$ cat src/rtl/sseg_pkg.sv
// Shared types, constants and the digit-to-segment encoder for the
// count display path.
package sseg_pkg;

  typedef enum logic [1:0] {
    IDLE  = 2'd0,
    SHIFT = 2'd1,
    DONE  = 2'd2
  } state_t;

  localparam int         MAX_DISPLAY = 9999;
  localparam logic [6:0] SEG_BLANK   = 7'b1111111;

  // Active-low segment pattern, bit order {g,f,e,d,c,b,a}; non-decimal codes blank.
  function automatic logic [6:0] seg_encode(input logic [3:0] d);
    case (d)
      4'd0:    return 7'b1000000;
      4'd1:    return 7'b1111001;
      4'd2:    return 7'b0100100;
      4'd3:    return 7'b0110000;
      4'd4:    return 7'b0011001;
      4'd5:    return 7'b0010010;
      4'd6:    return 7'b0000010;
      4'd7:    return 7'b1111000;
      4'd8:    return 7'b0000000;
      4'd9:    return 7'b0010000;
      default: return SEG_BLANK;
    endcase
  endfunction

endpackage

$ cat src/rtl/bin2bcd_seq.sv
// Sequential double-dabble converter: one bit per clock, then a single
// DONE cycle that clamps anything above MAX_DISPLAY to 9999 and flags ovf.
module bin2bcd_seq
  import sseg_pkg::*;
#(
  parameter int N = 14
) (
  input  logic         clk,
  input  logic         rst,
  input  logic         start,
  input  logic [N-1:0] bin,
  output logic         busy,
  output logic         done,
  output logic [15:0]  bcd,
  output logic         ovf
);

  localparam int BCW = (N > 1) ? $clog2(N) : 1;

  state_t          r_state;
  logic [N-1:0]    r_sh;
  logic [N-1:0]    r_cap;
  logic [16:0]     r_scr;   // four BCD nibbles plus a ten-thousands guard bit
  logic [BCW-1:0]  r_cnt;
  logic            r_busy;
  logic            r_done;
  logic [15:0]     r_bcd;
  logic            r_ovf;

  logic [16:0]     w_adj;
  logic            w_big;

  // Add-3 correction on every nibble that would exceed 9 after the shift.
  always_comb begin
    w_adj = r_scr;
    for (int i = 0; i < 4; i++) begin
      if (r_scr[4*i +: 4] >= 4'd5) w_adj[4*i +: 4] = r_scr[4*i +: 4] + 4'd3;
    end
  end

  assign w_big = 32'(r_cap) > 32'(MAX_DISPLAY);

  // Conversion FSM: capture, N shift steps, then clamp and publish.
  always_ff @(posedge clk) begin
    if (rst) begin
      r_state <= IDLE;
      r_sh    <= '0;
      r_cap   <= '0;
      r_scr   <= '0;
      r_cnt   <= '0;
      r_busy  <= 1'b0;
      r_done  <= 1'b0;
      r_bcd   <= '0;
      r_ovf   <= 1'b0;
    end else begin
      r_done <= 1'b0;
      case (r_state)
        IDLE: begin
          if (start) begin
            r_sh    <= bin;
            r_cap   <= bin;
            r_scr   <= '0;
            r_cnt   <= BCW'(N - 1);
            r_busy  <= 1'b1;
            r_state <= SHIFT;
          end
        end
        SHIFT: begin
          r_scr <= {w_adj[15:0], r_sh[N-1]};
          r_sh  <= r_sh << 1;
          r_cnt <= r_cnt - BCW'(1);
          if (r_cnt == '0) r_state <= DONE;
        end
        DONE: begin
          if (w_big) begin
            r_bcd <= 16'h9999;
            r_ovf <= 1'b1;
          end else begin
            r_bcd <= r_scr[15:0];
            r_ovf <= 1'b0;
          end
          r_done  <= 1'b1;
          r_busy  <= 1'b0;
          r_state <= IDLE;
        end
        default: r_state <= IDLE;
      endcase
    end
  end

  assign busy = r_busy;
  assign done = r_done;
  assign bcd  = r_bcd;
  assign ovf  = r_ovf;

endmodule

$ cat src/rtl/count_display_driver.sv
// Drives a 4-digit common-anode multiplexed 7-segment display from a binary
// count. Conversion runs in the background; the scan only ever reads the
// committed digit registers, so the display never shows a partial result.
module count_display_driver
  import sseg_pkg::*;
#(
  parameter int N           = 14,
  parameter int REFRESH_DIV = 100000,
  parameter int BLANK_LZ    = 1
) (
  input  logic         clk,
  input  logic         rst,
  input  logic [N-1:0] bin,
  output logic [3:0]   an,
  output logic [6:0]   seg,
  output logic         dp,
  output logic         busy,
  output logic         ovf
);

  localparam int SCW = $clog2(REFRESH_DIV);

  logic [N-1:0]    r_last_bin;
  logic            r_pending;
  logic [3:0][3:0] r_dig;
  logic            r_ovf;
  logic [SCW-1:0]  r_scan;
  logic [1:0]      r_idx;
  logic [3:0]      r_an;
  logic [6:0]      r_seg;
  logic            r_dp;

  logic            w_start;
  logic            w_busy;
  logic            w_done;
  logic            w_ovf;
  logic [15:0]     w_bcd;
  logic [1:0]      w_idx_nxt;
  logic [3:0]      w_lz;
  logic            w_blank;
  logic [6:0]      w_seg_nxt;
  logic            w_wrap;

  // Converter is idle exactly when busy is low; only the latest value is taken.
  assign w_start = !w_busy && ((bin != r_last_bin) || r_pending);

  bin2bcd_seq #(.N(N)) u_bcd (
    .clk   (clk),
    .rst   (rst),
    .start (w_start),
    .bin   (bin),
    .busy  (w_busy),
    .done  (w_done),
    .bcd   (w_bcd),
    .ovf   (w_ovf)
  );

  // Change detect; pending forces one conversion after reset.
  always_ff @(posedge clk) begin
    if (rst) begin
      r_last_bin <= '0;
      r_pending  <= 1'b1;
    end else if (w_start) begin
      r_last_bin <= bin;
      r_pending  <= 1'b0;
    end
  end

  // Commit converted digits and overflow flag on the done pulse.
  always_ff @(posedge clk) begin
    if (rst) begin
      r_dig <= '0;
      r_ovf <= 1'b0;
    end else if (w_done) begin
      r_dig <= w_bcd;
      r_ovf <= w_ovf;
    end
  end

  // Leading-zero mask: digit i blanks if it and all higher digits are zero.
  always_comb begin
    w_idx_nxt = r_idx + 2'd1;
    w_lz[3]   = ~|r_dig[3];
    w_lz[2]   = ~|r_dig[3:2];
    w_lz[1]   = ~|r_dig[3:1];
    w_lz[0]   = 1'b0;
    w_blank   = (BLANK_LZ != 0) && w_lz[w_idx_nxt];
    w_seg_nxt = w_blank ? SEG_BLANK : seg_encode(r_dig[w_idx_nxt]);
    w_wrap    = (r_scan == SCW'(REFRESH_DIV - 1));
  end

  // Refresh prescaler and digit scan; an/seg move together on each wrap.
  always_ff @(posedge clk) begin
    if (rst) begin
      r_scan <= '0;
      r_idx  <= 2'd0;
      r_an   <= 4'b1110;
      r_seg  <= 7'b1000000;
    end else if (w_wrap) begin
      r_scan <= '0;
      r_idx  <= w_idx_nxt;
      r_an   <= ~(4'b0001 << w_idx_nxt);
      r_seg  <= w_seg_nxt;
    end else begin
      r_scan <= r_scan + SCW'(1);
    end
  end

  // Decimal point is unused and held off.
  always_ff @(posedge clk) begin
    r_dp <= 1'b1;
  end

  assign an   = r_an;
  assign seg  = r_seg;
  assign dp   = r_dp;
  assign busy = w_busy;
  assign ovf  = r_ovf;

endmodule

$ cat config.mk
export PLATFORM = sky130hd
export DESIGN_NAME = count_display_driver
export DESIGN_NICKNAME = d
export VERILOG_FILES = /design/src/rtl/sseg_pkg.sv /design/src/rtl/bin2bcd_seq.sv /design/src/rtl/count_display_driver.sv
export SDC_FILE = /design/constraint.sdc
export NUM_CORES = 1
export LEC_CHECK = 0
export CORE_MARGIN = 2
export CORE_UTILIZATION = 43
export CTS_CLUSTER_DIAMETER = 50
export DETAILED_ROUTE_END_ITERATION = 8
export PLACE_DENSITY = 0.58
export SYNTH_ARGS = -nofsm -noshare
export SYNTH_HDL_FRONTEND = slang
export SYNTH_SLANG_ARGS = --single-unit
$ cat constraint.sdc
create_clock -name clk -period 2.8 [get_ports clk]
set_clock_uncertainty 0.05 [all_clocks]
set_input_delay 0.56 -clock clk [delete_from_list [all_inputs] [get_ports clk]]
set_output_delay 0.56 -clock clk [all_outputs]
set_load 0.02 [all_outputs]
run_1/gate_families.png
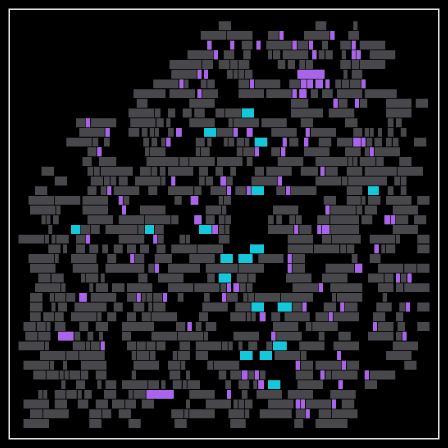
Key: purple = NOR gates [cells 104, most used nor2_1]; cyan = AND-OR and OR-AND gates [cells 18, most used a41o_1]

run_1/wire_density.png
The die is cut into 24 by 24 equal tiles; white is low, dark blue is high, scaled to the fullest tile. Values are wire area over tile area, all layers added.
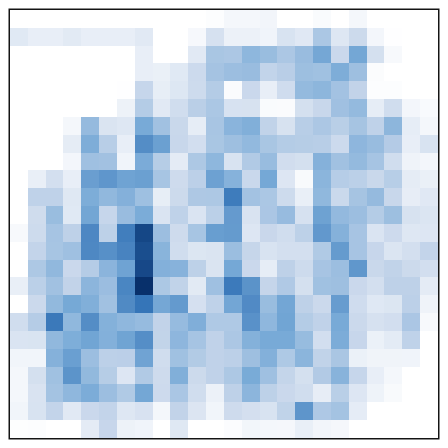
The densest ninth of the die: left middle. The fullest tile reaches 0.57. 9.7% of the tiles are over half the peak. 18% of the tiles are nearly empty.

run_1/pins.png
Scale bar: 20 um. Pins as bars across the die edge, other pins in gray.
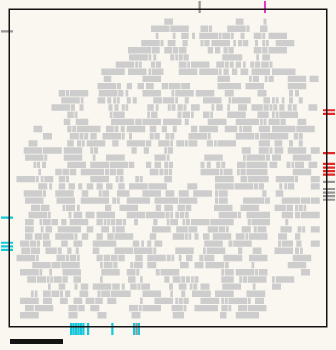
Key: red = `seg` [pins 7, direction output, edge right]; cyan = `bin` [pins 14, direction input, edge 10 bottom, 4 left]; magenta = `dp` [pins 1, direction output, edge top]
All pins by edge: 12 right, 11 bottom, 5 left, 2 top.

==> results_dict.tcl, run 1 <==
# metrics dict for downstream scripts
set metrics [dict create \
    antenna_left 0 \
    gr-usage-all-layers_pct 19.5 \
    drt-initial-drc-count 219 \
    syn_area_per_cell_um2 9.10 \
    yosysChipArea_um2 5790 \
    synthCells 636 \
    io_pins 30 \
    setup_viol 0 \
    synth_seq_share_pct 43.9 \
    worstHoldPathType "reg -> reg" \
    p_comb_share_pct 15.1 \
    cts_root_buf "clkbuf_16" \
    yosysTopAreaCell "dfxtp_1" \
    ys_cells 636 \
    status "finished, final reports clean" \
    routed_wirelength_mm 13.1 \
    p_clk_share_pct 43.8 \
    synth_flops 127 \
    cts_max_path_buffers 2 \
    drtPass1Iterations 4 \
]
## run 1: layer usage
| layer | vias to the layer above | GRT usage [%] |
|---|---|---|
| met5 | - | 0 |
| met4 | 0 | 9.56 |
| met3 | 22 | 4.18 |
| met2 | 87 | 33.7 |
| met1 | 2164 | 22.8 |
| li1 | 2287 | - |
## run 1: worst max-delay path, delay by kind of cell
family | cells | cell delay [ns]
AOI/OAI and AO/OA | 1 | 0.17
xor gates and xnor gates | 1 | 0.22
buffers and inverters | 3 | 0.92
muxes | 1 | 0.19
and+or+nand+nor | 2 | 0.57
## run 1: power groups by stage
stage	sequential, mW	combinational [mW]	clock [mW]
after floorplan	2.07	0.555	0
after global placement	2.09	0.742	0
after detailed placement	2.10	0.754	0
after CTS	2.06	0.759	2.24
after global routing	2.08	0.830	2.32
final	2.06	0.757	2.20
## run 1: stage by stage
step / area (um2) / instances / setup WS, ns
after floorplan: 5790 / 636 / 0.546
after global placement: 6280 / 822 / 0.0516
after detailed placement: 6280 / 822 / 0.0433
after CTS: 6880 / 854 / 0.472
after global routing: 6880 / 854 / 0.324
final: 6880 / 854 / 0.445
## run 1: logic make-up after synthesis
logic type               share of synthesized area [%]
AND-OR/OR-AND                                     14.4
buffers and inverters                             5.04
XOR/XNOR                                          5.75
flip-flops                                        43.9
AND/OR/NAND/NOR                                   17.0
other                                           0.0648
adder cells (fa/ha/maj)                           4.11
multiplexers                                      9.71
## run 1: worst paths after layout
check,from,to,slack (ns)
worst max register to register,r_idx[1],seg[4],0.51
worst min register to register,u_bcd.r_cap[5],u_bcd.r_cap[5],0.41
worst min-delay path,u_bcd.r_cap[5],u_bcd.r_cap[5],0.41
worst max-delay path,bin[11],u_bcd.r_cap[13],0.44
## run 1: state kept, by name, indices dropped and copies added, names as in the netlist
signal         count
r_dig             16
r_scan            17
r_idx              2
r_pending          1
u_bcd.done         1
u_bcd.busy         1
u_bcd.r_sh        14
u_bcd.r_cap       10
u_bcd.bcd         16
an                 4
u_bcd.r_state      2
r_last_bin        14
u_bcd.r_cnt        4
ovf                1
u_bcd.ovf          1
seg                7
u_bcd.r_scr       16
## run 1: cell usage after synthesis (4+ instances only)
master,count
dfxtp_1,127
nor2_1,82
nand2_1,59
mux2i_1,46
o21ai_0,36
a21oi_1,28
a211oi_1,27
clkbuf_1,24
xnor2_1,23
inv_1,20
ha_1,19
xor2_1,15
nand3_1,14
a41o_1,11
nor3_1,11
a22oi_1,8
nand2b_1,7
nand4_1,7
buf_4,6
and3_1,5
buf_2,5
buf_6,4
mux4_2,4
nor2b_1,4
nor4_1,4
o221a_2,4
o22ai_1,4
or3_1,4
## run 1: area by class of cell
| type | count | area share (%) |
|---|---|---|
| clock inverters | 9 | 1.55 |
| clock buffers | 23 | 7.24 |
| inverters | 20 | 1.09 |
| flip-flops and latches | 127 | 37.0 |
| well taps | 176 | 3.20 |
| repair buffers | 52 | 7.06 |
| multi-input cells | 447 | 42.9 |
run_1/final_clocks.png
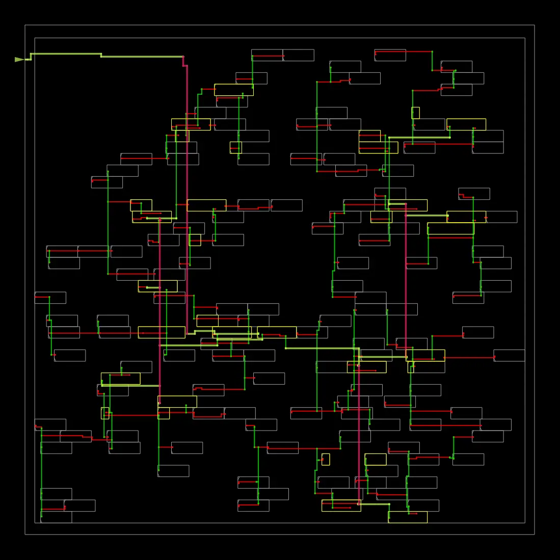

## Run 2: what changed since run 1
--- a/config.mk
+++ b/config.mk
@@ -9,7 +9,7 @@
 export CORE_UTILIZATION = 43
 export CTS_CLUSTER_DIAMETER = 50
 export DETAILED_ROUTE_END_ITERATION = 8
-export PLACE_DENSITY = 0.58
+export PLACE_DENSITY = 0.61
 export SYNTH_ARGS = -nofsm -noshare
 export SYNTH_HDL_FRONTEND = slang
 export SYNTH_SLANG_ARGS = --single-unit
==> constraint.sdc (replaced) <==
create_clock -name clk -period 1.97 [get_ports clk]
set_clock_uncertainty 0.05 [all_clocks]
set_input_delay 0.394 -clock clk [delete_from_list [all_inputs] [get_ports clk]]
set_output_delay 0.394 -clock clk [all_outputs]
set_load 0.02 [all_outputs]
run_2/final_clocks.png
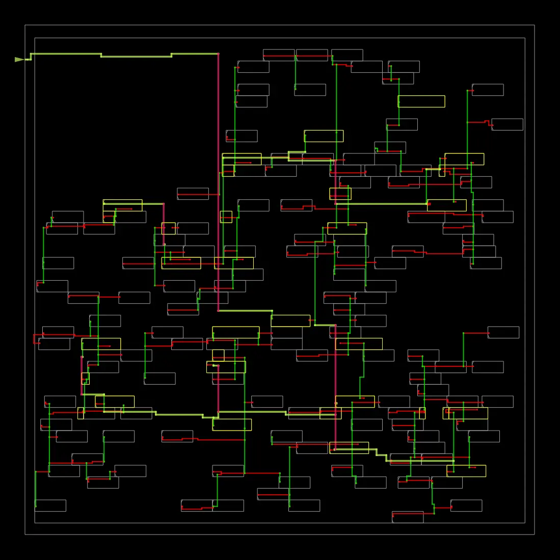
Seq cells: 127
clk latency late pin: 0.42 ns
clkbuf count: 23

==> run 2 against run 1 <==
The run now ends with setup timing left. Via count is 2.3% higher. Largest power group unchanged. Combinational power is 55% higher. Critical path depth rose by 2. Core utilization rose by 2.9 points. First-iteration DRC count increased by 21%. Wire length is 1.2% higher. Clock power rose by 45%. Synthesized cell count is the same. Global-route usage is 0.32 points higher. Worst setup slack worse by 0.53 ns. Critical path type is now reg -> reg. Sequential power rose by 41%. Design area grew 5.5%.
==> results_dict.tcl, run 2 <==
# metrics dict for downstream scripts
set metrics [dict create \
    wl_per_cell_um 14.8 \
    status "finished, violations left" \
    drtPass1Iterations 4 \
    ys_cells 636 \
    die_h_um 120 \
    antenna_left 0 \
    setup_viol 2 \
    worstHoldPathType "reg -> reg" \
    cts_buffers 17 \
    yosysTopAreaCell "dfxtp_1" \
    grt_use_met2_pct 33.1 \
    critPathCaptureType "flop" \
    synthCells 636 \
    grtUsageMet1_pct 23.3 \
    yosysChipArea_um2 5790 \
    cts_root_buf "clkbuf_16" \
    nFillCells 1174 \
    met3_usage_pct 5.80 \
    largest_reg_flops 17 \
    top_usage_layer "met2" \
    gr-usage-all-layers_pct 19.8 \
    regArea_um2 2550 \
    drt-initial-drc-count 265 \
    syn_area_per_cell_um2 9.10 \
    worst_slack_ns -0.0862 \
    dpl.cell_count 854 \
    synth_flops 127 \
    ys_top_cells_by_count "dfxtp_1 (127), nor2_1 (82), nand2_1 (59)" \
    vias 4667 \
    violations "setup timing" \
    period_used_pct 104 \
    final_cells 891 \
    routed_wirelength_mm 13.2 \
]
## run 2: cell counts after synthesis
No cell type changed its count.
## run 2: cell families after synthesis
family | after synthesis | synth area share [%]
multiplexers | 51 | 9.71
flip-flops | 127 | 43.9
adder cells (fa/ha/maj) | 19 | 4.11
buffers and inverters | 62 | 5.04
AND/OR/NAND/NOR | 211 | 17.0
AND-OR/OR-AND | 127 | 14.4
other | 1 | 0.0648
XOR/XNOR | 38 | 5.75
## run 2: what timing repair did
action / in CTS / in global routing
resized: 8 / 9
endpoints found under the setup margin: 5 / 30
pin swaps: 4 / 4
buffers inserted: 1 / 4
## run 2: final timing paths
path             startpoint              to  slack [ns]  cells after the start
max reg2reg        r_idx[0]          seg[6]       -0.09                     10
min          u_bcd.r_cap[7]  u_bcd.r_cap[7]        0.41                      2
max                r_idx[0]          seg[6]       -0.09                     10
min reg2reg  u_bcd.r_cap[7]  u_bcd.r_cap[7]        0.41                      2
## run 2: routing by layer
layer | routed length, um | part of all wire [%]
met1 | 5860 | 44
met2 | 6550 | 50
met4 | 338 | 2.6
met3 | 481 | 3.6
met5 | 0 | 0
## run 2: critical path, cell delays in order (launching register included)
cell and delay, ns:
dfxtp_4 0.38, inv_4 0.04, ha_4 0.28, mux4_2 0.38, buf_4 0.18, ha_4 0.14
inv_1 0.08, mux2_2 0.15, o21ai_1 0.06, mux2i_1 0.14, nand2_1 0.06
## run 2: through the flow
step           area [um2]  setup WS, ns  utilization [%]  hold slack [ns]
6_report             7260       -0.0862             55.1            0.410
3_5_place_dp         6570        -0.356             49.8            0.400
2_1_floorplan        5820       -0.0403                -            0.376
3_3_place_gp         6570        -0.335             49.8            0.390
4_1_cts              7200       -0.0661             54.6            0.413
5_1_grt              7260        -0.148             55.1            0.438
## run 2: area by class of cell
type / instances / share of cell area, %
multi-input cells: 447 / 41.5
flip-flops and latches: 127 / 35.1
inverters: 20 / 1.07
clock buffers: 23 / 6.44
repair buffers: 89 / 11.0
clock inverters: 9 / 1.84
well taps: 176 / 3.03
## run 2: where the power goes
group          total [mW]  leakage, nW  switching, mW  internal, mW
sequential           2.90         1.04          0.123          2.78
clock                3.19        0.280           1.14          2.05
combinational        1.17         1.55          0.649         0.518
run_2/zoom.png
Scale bar: 5 um. Region (50, 74) to (70, 94) um. Cells in gray, sequential cells in the stronger gray; small squares are vias.
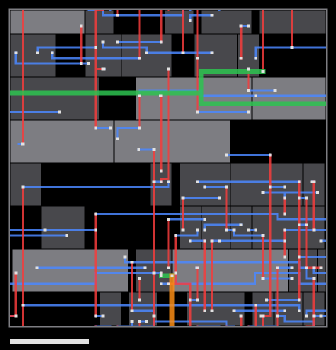

## Run 3: what changed since run 2
--- a/config.mk
+++ b/config.mk
@@ -9,7 +9,7 @@
 export CORE_UTILIZATION = 43
 export CTS_CLUSTER_DIAMETER = 50
 export DETAILED_ROUTE_END_ITERATION = 8
-export PLACE_DENSITY = 0.61
+export PLACE_DENSITY = 0.58
 export SYNTH_ARGS = -nofsm -noshare
 export SYNTH_HDL_FRONTEND = slang
 export SYNTH_SLANG_ARGS = --single-unit
==> constraint.sdc (replaced) <==
create_clock -name clk -period 2.2 [get_ports clk]
set_clock_uncertainty 0.05 [all_clocks]
set_input_delay 0.44 -clock clk [delete_from_list [all_inputs] [get_ports clk]]
set_output_delay 0.44 -clock clk [all_outputs]
set_load 0.02 [all_outputs]
run_3/zoom.png
Scale bar: 5 um. Region (50, 74) to (70, 94) um. Cells in gray, sequential cells in the stronger gray; small squares are vias.
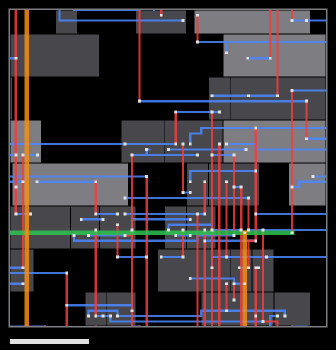
Key: orange = met4; red = met2; blue = met1; green = met3
Sequential cells in the window: 4. Most frequent: dfxtp_1 (4), nor2_1 (3). Netlist names of flops here include `r_scan` (2), `u_bcd.r_scr` (2). 24 logic cells have their middle in the window.

==> run 3 against run 2 <==
The flow now finishes without violations. Hold slack worse by 0.0020 ns. Core utilization fell by 1.7 points. Clock power decreased by 13%. Maximum frequency down 0.78%. Via count fell by 3.5%. Count of clock-buffer cells in the layout unchanged. Design area down 3.0%. Worst setup slack gained 0.21 ns. Largest power group unchanged.
==> results_dict.tcl, run 3 <==
# metrics dict for downstream scripts
set metrics [dict create \
    gr-usage-all-layers_pct 18.8 \
    wl_per_cell_um 14.7 \
    hold_ws_ns 0.408 \
    hpwlAfterDp_mm 9.13 \
    syn_area_per_cell_um2 9.10 \
    post_cts_buffers 0 \
    p_comb_share_pct 15.7 \
    yosysChipArea_um2 5790 \
    yosys_warnings 0 \
    period_used_pct 94.2 \
    synth_flops 127 \
    grt_pass1_vias 4353 \
    cts_root_buf "clkbuf_16" \
    largest_reg_flops 17 \
    routed_wirelength_mm 12.7 \
    drtPass1Iterations 4 \
    die_h_um 120 \
    p_clk_share_pct 43.6 \
    ys_top_cells_by_count "dfxtp_1 (127), nor2_1 (82), nand2_1 (59)" \
    fin_util_pct 53.4 \
    worstHoldPathType "reg -> reg" \
    cts_buffers 17 \
    rows 42 \
    status "finished, final reports clean" \
    vias 4504 \
    p_sw_mw 1.63 \
    synthCells 636 \
    antenna_left 0 \
    setup_viol 0 \
    yosysTopAreaCell "dfxtp_1" \
    p_int_mw 4.78 \
    die_area_um2 14400 \
    clock_latency_ns 0.41 \
    ys_cells 636 \
    seqPwrFrac_pct 40.7 \
    drt-initial-drc-count 226 \
]
==> run 3: cell counts after synthesis <==
Identical to the previous run, type by type.
==> run 3: power by group through the flow <==
stage          Combinational [mW]  Clock, mW  Sequential [mW]
2_1_floorplan               0.706          0             2.63
3_3_place_gp                0.994          0             2.65
3_5_place_dp                 1.01          0             2.66
4_1_cts                      1.02       2.85             2.61
5_1_grt                      1.12       2.96             2.63
6_report                     1.01       2.79             2.61
==> run 3: per-stage QoR <==
stage                     cells  setup slack, ns  total power [mW]  area (um2)
after detailed placement    838           -0.171              3.67        6450
after CTS                   868           0.0327              6.47        7030
after floorplan             636           0.0351              3.34        5800
after global placement      838           -0.131              3.65        6450
after global routing        868          0.00897              6.70        7040
final                       868            0.128              6.41        7040
==> run 3: cell type report <==
| class | instances | area (um2) |
|---|---|---|
| clock buffers | 23 | 478 |
| clock inverters | 7 | 110 |
| fillers | 1221 | 6150 |
| inverters | 20 | 75.1 |
| multi-input cells | 447 | 2970 |
| flip-flops and latches | 127 | 2540 |
| well taps | 176 | 220 |
| repair buffers | 68 | 643 |
==> run 3: path summary, 6_finish.rpt <==
| kind | startpoint | to | slack, ns | depth (start not counted) |
|---|---|---|---|---|
| min reg2reg | r_scan[0] | r_scan[0] | 0.41 | 1 |
| max | r_idx[1] | seg[0] | 0.13 | 10 |
| min | r_scan[0] | r_scan[0] | 0.41 | 1 |
| max reg2reg | r_idx[1] | seg[0] | 0.13 | 10 |
==> run 3: critical path: stages, from the launching register on <==
cell and delay [ns]:
dfxtp_2 0.35, inv_1 0.08, ha_4 0.31, mux4_2 0.36, inv_2 0.10, ha_1 0.14, inv_1 0.04, nor2_2 0.12
a21oi_1 0.05, or2_2 0.27, a21oi_1 0.13
==> run 3: what timing repair did <==
item,CTS,global route
hold buffers,0,0
resized,0,6
endpoints found under the setup margin,0,7
==> run 3: cells by family after synthesis <==
family | count (synthesis) | synth area share (%)
compound gates | 127 | 14.4
mux | 51 | 9.71
simple gates | 211 | 17.0
other cells | 1 | 0.0648
flops | 127 | 43.9
xor+xnor | 38 | 5.75
fa+ha+maj | 19 | 4.11
buf+inv | 62 | 5.04
==> run 3: routing by layer <==
metal  global-route usage [%]  vias to the layer above  share of wire [%]
li1                         -                     2316                  -
met1                     21.5                     2110                 45
met2                     32.7                       60                 50
met3                     4.28                       18                2.8
met4                     9.26                        0                2.5
met5                        0                        -                  0
No activity file was given, so power comes from the tool's default toggle rates.
